`src/rtl/bless_port_allocator.sv`:
```
// Two-stage age-based output port allocator for a BLESS deflection router.
// Stage A (combinational, input cycle): eject the oldest local-bound flit and
// inject a local flit into the lowest empty slot, then register the slots (S1).
// Stage B (next cycle): rank the S1 slots oldest-first and grant each a
// productive port in rank order, deflecting flits with no free productive port.
module bless_port_allocator #(
    parameter int AGE_W  = 8,
    parameter int SRC_W  = 4,
    parameter int DATA_W = 64
) (
    input  logic                clk,
    input  logic                rst_n,
    input  logic [3:0]          in_valid,
    input  logic [4*AGE_W-1:0]  in_age,
    input  logic [4*SRC_W-1:0]  in_src,
    input  logic [15:0]         in_prod,
    input  logic [3:0]          in_eject,
    input  logic [4*DATA_W-1:0] in_data,
    input  logic                inj_valid,
    output logic                inj_ready,
    input  logic [SRC_W-1:0]    inj_src,
    input  logic [3:0]          inj_prod,
    input  logic [DATA_W-1:0]   inj_data,
    output logic                ej_valid,
    output logic [SRC_W-1:0]    ej_src,
    output logic [DATA_W-1:0]   ej_data,
    output logic [3:0]          out_valid,
    output logic [4*AGE_W-1:0]  out_age,
    output logic [4*SRC_W-1:0]  out_src,
    output logic [4*DATA_W-1:0] out_data,
    output logic [3:0]          out_defl,
    input  logic                defl_clr,
    output logic [15:0]         defl_cnt
);
    localparam int NP    = 4;
    localparam int KEY_W = AGE_W + SRC_W;

    // Priority key: age in the upper bits, src below; equal keys fall back to index.
    logic [NP-1:0][KEY_W-1:0]  w_in_key;
    logic [NP-1:0]             w_ej_sel;
    logic                      w_ej_found;
    logic [1:0]                w_ej_idx;
    logic [NP-1:0]             w_slot_v;
    logic [NP-1:0]             w_inj_sel;
    logic                      w_do_inj;

    logic [NP-1:0]             r_s1_valid;
    logic [NP-1:0][AGE_W-1:0]  r_s1_age;
    logic [NP-1:0][SRC_W-1:0]  r_s1_src;
    logic [NP-1:0][3:0]        r_s1_prod;
    logic [NP-1:0][DATA_W-1:0] r_s1_data;

    logic [NP-1:0][KEY_W-1:0]  w_s1_key;
    logic [NP-1:0][1:0]        w_rank;
    logic [NP-1:0]             w_port_v;
    logic [NP-1:0]             w_port_defl;
    logic [NP-1:0][1:0]        w_port_slot;
    logic [2:0]                w_defl_pop;
    logic [16:0]               w_cnt_sum;

    function automatic logic [AGE_W-1:0] age_inc(input logic [AGE_W-1:0] a);
        return (&a) ? a : a + AGE_W'(1);
    endfunction

    // Build the per-input priority keys.
    always_comb begin
        for (int i = 0; i < NP; i++)
            w_in_key[i] = {in_age[i*AGE_W +: AGE_W], in_src[i*SRC_W +: SRC_W]};
    end

    // Pick the single ejecting flit; >= lets the higher index win a full tie.
    always_comb begin
        logic       found;
        logic [1:0] best;
        found = 1'b0;
        best  = '0;
        for (int i = 0; i < NP; i++) begin
            if (in_valid[i] && in_eject[i] && (!found || w_in_key[i] >= w_in_key[best])) begin
                found = 1'b1;
                best  = i[1:0];
            end
        end
        w_ej_found = found;
        w_ej_idx   = best;
        w_ej_sel   = '0;
        if (found) w_ej_sel[best] = 1'b1;
    end

    // Slots left after eject; the injected flit takes the lowest empty one.
    always_comb begin
        w_slot_v  = in_valid & ~w_ej_sel;
        w_inj_sel = '0;
        for (int i = NP-1; i >= 0; i--) begin
            if (!w_slot_v[i]) begin
                w_inj_sel    = '0;
                w_inj_sel[i] = 1'b1;
            end
        end
    end

    assign inj_ready = ~&w_slot_v;
    assign w_do_inj  = inj_valid & inj_ready;

    // Stage A -> S1 slot registers.
    always_ff @(posedge clk or negedge rst_n) begin
        if (!rst_n) begin
            r_s1_valid <= '0;
            r_s1_age   <= '0;
            r_s1_src   <= '0;
            r_s1_prod  <= '0;
            r_s1_data  <= '0;
        end else begin
            for (int i = 0; i < NP; i++) begin
                if (w_do_inj && w_inj_sel[i]) begin
                    r_s1_valid[i] <= 1'b1;
                    r_s1_age[i]   <= '0;
                    r_s1_src[i]   <= inj_src;
                    r_s1_prod[i]  <= inj_prod;
                    r_s1_data[i]  <= inj_data;
                end else begin
                    r_s1_valid[i] <= w_slot_v[i];
                    r_s1_age[i]   <= in_age[i*AGE_W +: AGE_W];
                    r_s1_src[i]   <= in_src[i*SRC_W +: SRC_W];
                    r_s1_prod[i]  <= in_prod[i*4 +: 4];
                    r_s1_data[i]  <= in_data[i*DATA_W +: DATA_W];
                end
            end
        end
    end

    // Ejected flit register.
    always_ff @(posedge clk or negedge rst_n) begin
        if (!rst_n) begin
            ej_valid <= 1'b0;
            ej_src   <= '0;
            ej_data  <= '0;
        end else begin
            ej_valid <= w_ej_found;
            ej_src   <= in_src[w_ej_idx*SRC_W +: SRC_W];
            ej_data  <= in_data[w_ej_idx*DATA_W +: DATA_W];
        end
    end

    // Rank each S1 slot by counting the valid slots that beat it.
    always_comb begin
        for (int i = 0; i < NP; i++)
            w_s1_key[i] = {r_s1_age[i], r_s1_src[i]};
        for (int i = 0; i < NP; i++) begin
            w_rank[i] = '0;
            for (int j = 0; j < NP; j++) begin
                if (j != i && r_s1_valid[j] &&
                    (!r_s1_valid[i] || w_s1_key[j] > w_s1_key[i] ||
                     (w_s1_key[j] == w_s1_key[i] && j > i)))
                    w_rank[i] = w_rank[i] + 2'd1;
            end
        end
    end

    // Grant ports in rank order: lowest free productive port, else lowest free port.
    always_comb begin
        logic [NP-1:0] taken;
        logic [NP-1:0] avail;
        logic [NP-1:0] grant;
        logic          defl;
        taken       = '0;
        avail       = '0;
        grant       = '0;
        defl        = 1'b0;
        w_port_v    = '0;
        w_port_defl = '0;
        w_port_slot = '0;
        for (int r = 0; r < NP; r++) begin
            for (int i = 0; i < NP; i++) begin
                if (r_s1_valid[i] && w_rank[i] == r[1:0]) begin
                    avail = r_s1_prod[i] & ~taken;
                    defl  = (avail == '0);
                    if (defl) avail = ~taken;
                    grant = avail & (~avail + NP'(1));
                    taken = taken | grant;
                    for (int j = 0; j < NP; j++) begin
                        if (grant[j]) begin
                            w_port_v[j]    = 1'b1;
                            w_port_defl[j] = defl;
                            w_port_slot[j] = i[1:0];
                        end
                    end
                end
            end
        end
    end

    // Output link registers; age advances one hop, saturating.
    always_ff @(posedge clk or negedge rst_n) begin
        if (!rst_n) begin
            out_valid <= '0;
            out_defl  <= '0;
            out_age   <= '0;
            out_src   <= '0;
            out_data  <= '0;
        end else begin
            out_valid <= w_port_v;
            out_defl  <= w_port_defl;
            for (int j = 0; j < NP; j++) begin
                out_age[j*AGE_W +: AGE_W]    <= age_inc(r_s1_age[w_port_slot[j]]);
                out_src[j*SRC_W +: SRC_W]    <= r_s1_src[w_port_slot[j]];
                out_data[j*DATA_W +: DATA_W] <= r_s1_data[w_port_slot[j]];
            end
        end
    end

    // Deflection count for this output load.
    always_comb begin
        w_defl_pop = '0;
        for (int j = 0; j < NP; j++)
            w_defl_pop = w_defl_pop + {2'b00, w_port_defl[j]};
    end

    assign w_cnt_sum = {1'b0, defl_cnt} + {14'b0, w_defl_pop};

    // Saturating deflection counter; clear wins over the increment.
    always_ff @(posedge clk or negedge rst_n) begin
        if (!rst_n)            defl_cnt <= '0;
        else if (defl_clr)     defl_cnt <= '0;
        else if (w_cnt_sum[16]) defl_cnt <= 16'hFFFF;
        else                   defl_cnt <= w_cnt_sum[15:0];
    end

endmodule

```
`config.mk`:
```
export PLATFORM = sky130hd
export DESIGN_NAME = bless_port_allocator
export DESIGN_NICKNAME = d
export VERILOG_FILES = /design/src/rtl/bless_port_allocator.sv
export SDC_FILE = /design/constraint.sdc
export NUM_CORES = 2
export LEC_CHECK = 0
export ABC_CLOCK_PERIOD_IN_PS = 22200
export CORE_AREA = 2 2 312 314
export DETAILED_ROUTE_END_ITERATION = 12
export DIE_AREA = 0 0 314 316
export PLACE_DENSITY = 0.8
export SLEW_MARGIN = 10
export SYNTH_ARGS = -nofsm -noshare
export SYNTH_HDL_FRONTEND = slang
export SYNTH_SLANG_ARGS = --single-unit
```
`constraint.sdc`:
```
create_clock -name clk -period 22.2 [get_ports clk]
set_input_delay 6.66 -clock clk [delete_from_list [all_inputs] [get_ports clk]]
set_output_delay 6.66 -clock clk [all_outputs]
set_load 0.03 [all_outputs]
```
metal_density.png
Bar = 100 um. The die is cut into 31 by 32 equal tiles; dark blue is low, red is high, scaled to the fullest tile. Values are wire area over tile area, all layers added.
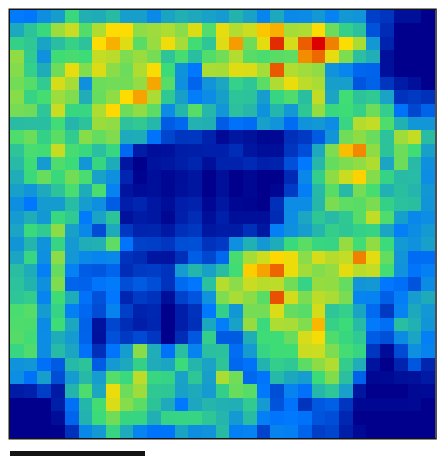
mean over tiles = 0.32
fullest tile = 0.91
densest ninth of the die = top left
via count: 42189
Total GRT Usage: 35.2%
final wirelength: 181000 um
per-cell routed wire length: 27.1 um

wires.png
Bar = 100 um.
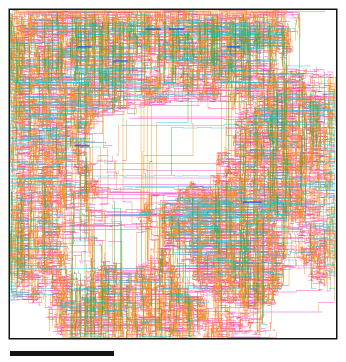
metal 2 -> orange  # wire length 79.5 mm
metal 5 -> blue  # wire length 92.0 um
metal 4 -> green  # wire length 13200 um
metal 1 -> magenta  # wire length 66.0 mm
metal 3 -> cyan  # wire length 21.8 mm

flops_by_reg.png
Bar = 100 um.
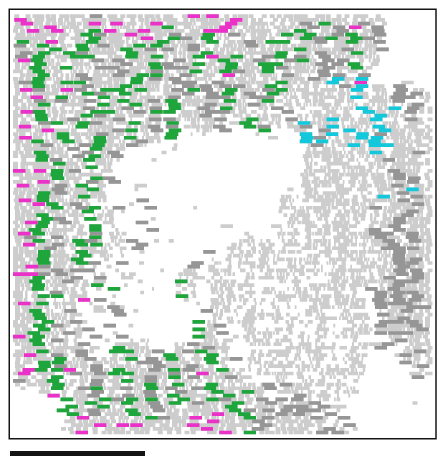
r_s1_data -> green  # sequential cells 256
r_s1_age -> cyan  # sequential cells 32, where top right
ej_data -> magenta  # sequential cells 64
not colored = 369
register area: 0.0180 sq mm
Sequential Power: 1900 uW
Seq/total area: 33.1%
final design utilization: 56.7%

==> flow_summary.ini <==
; flow metrics
[status]
status = finished, final reports clean

[final_timing]
min_period_over_period_pct = 97.3
rsz0062_at_grt = no
setup_violations = 0

[critical_path]
cp.required_ns = 15.54
crit_slowest_cell = clkdlybuf4s50_1
start_kind = input port

[floorplanning]
die_w_um = 314

[route]
wl_met2_um = 79500
drc_errors = 0
wl_met1_um = 66000

[clock_tree]
clkLatencyLatePin_ns = 0.70
clk_pin_slew_ns = 0.06
cts_num_sinks = 721
hold_buffers = 0

[synth]
yosys_warnings = 0
ys_sh_mux_pct = 10.7

[place]
portBuffers = 801

[global_routing]
grt_pass1_wl_um = 262000

[power_and_ir_drop]
p_leak_uw = 0.0229
what timing repair did:
item	in CTS	in global routing
endpoints found under the setup margin	1	1
cloned	0	0
pin swaps	2	22
gates resized	8	20
metrics by stage:
step,hold WS [ns],util [%],total power (uW)
floorplan,0.538,-,4050
global placement,0.562,53.8,5630
detailed placement,0.566,53.8,5690
CTS,0.558,56.6,7070
global route,0.590,56.7,7420
finish,0.561,56.7,7140
layout make-up:
cell class                      count  area, sq um  area share, %
Multi-Input combinational cell   3517        23000           42.3
Sequential cell                   721        18000           33.1
Timing Repair Buffer              879         8660           15.9
Clock buffer                      112         2250           4.14
Tap cell                         1276         1600           2.93
Clock inverter                     35          435          0.800
Inverter                          104          390          0.717
Antenna cell                       15         37.5         0.0689
Power is estimated from default activity; no workload was simulated.
